$ cat src/rtl/switch_mcu_regfile.sv
// Architectural register file x0..x(2**ADDR_W-1): two registered read ports, one write port,
// optional same-cycle write-to-read bypass and a saturating committed-write counter.
module switch_mcu_regfile #(
  parameter int DATA_W = 32,
  parameter int ADDR_W = 5,
  parameter bit BYPASS = 1'b1
) (
  input  logic              in_clk,
  input  logic              in_rst,
  input  logic              in_ren_1,
  input  logic [ADDR_W-1:0] in_raddr_1,
  output logic [DATA_W-1:0] out_rdata_1,
  output logic              out_rvalid_1,
  input  logic              in_ren_2,
  input  logic [ADDR_W-1:0] in_raddr_2,
  output logic [DATA_W-1:0] out_rdata_2,
  output logic              out_rvalid_2,
  input  logic              in_wen,
  input  logic [ADDR_W-1:0] in_waddr,
  input  logic [DATA_W-1:0] in_wdata,
  output logic [15:0]       out_wr_cnt
);

  localparam int NREG = 2 ** ADDR_W;

  logic [DATA_W-1:0] r_regs [NREG];
  logic [DATA_W-1:0] r_rdata_1;
  logic [DATA_W-1:0] r_rdata_2;
  logic              r_rvalid_1;
  logic              r_rvalid_2;
  logic [15:0]       r_wr_cnt;

  logic              w_wr_commit;
  logic [DATA_W-1:0] w_rd_next_1;
  logic [DATA_W-1:0] w_rd_next_2;

  assign w_wr_commit = in_wen && (in_waddr != '0);

  // x0 reads as zero ahead of any bypass match
  always_comb begin
    w_rd_next_1 = r_regs[in_raddr_1];
    if (in_raddr_1 == '0)
      w_rd_next_1 = '0;
    else if (BYPASS && in_wen && (in_waddr == in_raddr_1))
      w_rd_next_1 = in_wdata;
  end

  always_comb begin
    w_rd_next_2 = r_regs[in_raddr_2];
    if (in_raddr_2 == '0)
      w_rd_next_2 = '0;
    else if (BYPASS && in_wen && (in_waddr == in_raddr_2))
      w_rd_next_2 = in_wdata;
  end

  always_ff @(posedge in_clk or negedge in_rst) begin
    if (!in_rst) begin
      for (int i = 0; i < NREG; i++)
        r_regs[i] <= '0;
    end else if (w_wr_commit) begin
      r_regs[in_waddr] <= in_wdata;
    end
  end

  always_ff @(posedge in_clk or negedge in_rst) begin
    if (!in_rst) begin
      r_rdata_1  <= '0;
      r_rdata_2  <= '0;
      r_rvalid_1 <= 1'b0;
      r_rvalid_2 <= 1'b0;
    end else begin
      r_rvalid_1 <= in_ren_1;
      r_rvalid_2 <= in_ren_2;
      if (in_ren_1)
        r_rdata_1 <= w_rd_next_1;
      if (in_ren_2)
        r_rdata_2 <= w_rd_next_2;
    end
  end

  always_ff @(posedge in_clk or negedge in_rst) begin
    if (!in_rst)
      r_wr_cnt <= '0;
    else if (w_wr_commit && (r_wr_cnt != 16'hFFFF))
      r_wr_cnt <= r_wr_cnt + 16'd1;
  end

  assign out_rdata_1  = r_rdata_1;
  assign out_rdata_2  = r_rdata_2;
  assign out_rvalid_1 = r_rvalid_1;
  assign out_rvalid_2 = r_rvalid_2;
  assign out_wr_cnt   = r_wr_cnt;

endmodule

$ cat config.mk
export PLATFORM = sky130hd
export DESIGN_NAME = switch_mcu_regfile
export DESIGN_NICKNAME = d
export VERILOG_FILES = /design/src/rtl/switch_mcu_regfile.sv
export SDC_FILE = /design/constraint.sdc
export NUM_CORES = 2
export LEC_CHECK = 0
export CORE_UTILIZATION = 35
export DETAILED_ROUTE_END_ITERATION = 16
export PLACE_DENSITY = 0.5
export SYNTH_ARGS = -nofsm -noshare
export SYNTH_HDL_FRONTEND = slang
export SYNTH_SLANG_ARGS = --single-unit
$ cat constraint.sdc
create_clock -name in_clk -period 2.5 [get_ports in_clk]
set_clock_uncertainty 0.15 [all_clocks]
set_input_delay 0.75 -clock in_clk [delete_from_list [all_inputs] [get_ports in_clk]]
set_output_delay 0.75 -clock in_clk [all_outputs]
set_load 0.01 [all_outputs]
==> images/class_map.png <==
Bar = 100 um.
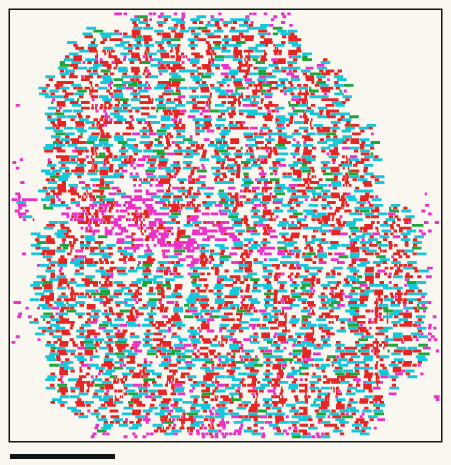
- clock drivers and dummy loads: green (cells 238; share of their area 6.4%)
- remaining logic cells: red (cells 2,602; share of their area 42%)
- remaining buffers and delay cells: magenta (cells 726; share of their area 12%)
- registers: cyan (cells 1,106; share of their area 40%)

==> Implementation_results.wiki <==
=== Physical design figures ===
{| class="wikitable"
! Metric !! Value
|-
| Total via count after detailed routing || 40,520
|-
| Final global-route overflow total || 0
|-
| Violated checks || DRC
|-
| Area fraction of the dominant cell type after synthesis || 47.42%
|-
| Number of clock sinks || 1,106
|-
| End of the worst hold path || r_regs[1022]
|-
| Number of instances in the synthesized netlist || 4,171
|-
| Xor/xnor cell area share of the yosys netlist || less than 1%
|-
| Status || finished, violations left
|-
| Dpl hpwl || 141,000 um
|-
| Fraction of met1 tracks used by global routing || 34.71%
|-
| Ys async rst share || 100.0%
|-
| Post-CTS Repair Setup Buffers || 11
|-
| Total negative setup slack || 0 ns
|-
| Worst setup slack after layout || 0.008052 ns
|-
| Number of warnings the tools reported || 28
|-
| Crit path from || in_wen
|-
| Share of the core filled with cells in the final layout || 43.68%
|-
| Residual DRC || 16
|-
| Total met3 wirelength after detailed routing || 12,420 um
|-
| Area fraction in mux cells || 38.36%
|-
| # H-tree levels || 4
|-
| Number of buffers created by CTS || 135
|-
| Clock input transition at the sequential cells of the worst setup and hold paths || around 0.05 ns
|}
==> images/port_trees.png <==
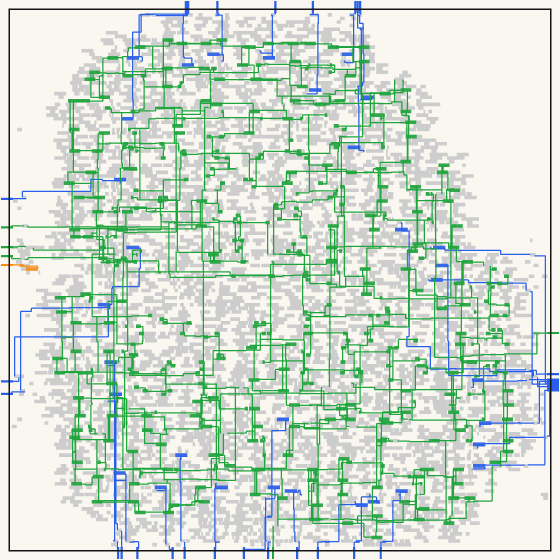
- out_rdata_2: blue (bits 32; direction output; end cells 32; buffers 32; wire 3,270 um)
- out_rvalid_2: orange (bits 1; direction output; end cells 1; buffers 1; wire 26.1 um)
- in_raddr_1: green (bits 5; direction input; end cells 462; buffers 117; wire 15,800 um)

[power breakdown]
part	total (mW)	switching, mW	internal [mW]
Clock	19.9	8.19	11.7
Sequential	24.0	2.63	21.4
Combinational	11.5	4.77	6.75
Total	55.4	15.6	39.8
[flip-flops by register name, summed over array words and instances, names as in the netlist]
signal and count:
out_rdata_2 32, out_rvalid_1 1, out_wr_cnt 16, out_rdata_1 32, out_rvalid_2 1, r_regs 1024
[worst max-delay path, cell delays in order]
cell and delay (ns):
clkdlybuf4s50_1 0.66, buf_4 0.21, nand2_1 0.07, buf_4 0.13, nor2_1 0.31, nand2_2 0.30, buf_12 0.28, mux2_2 0.29
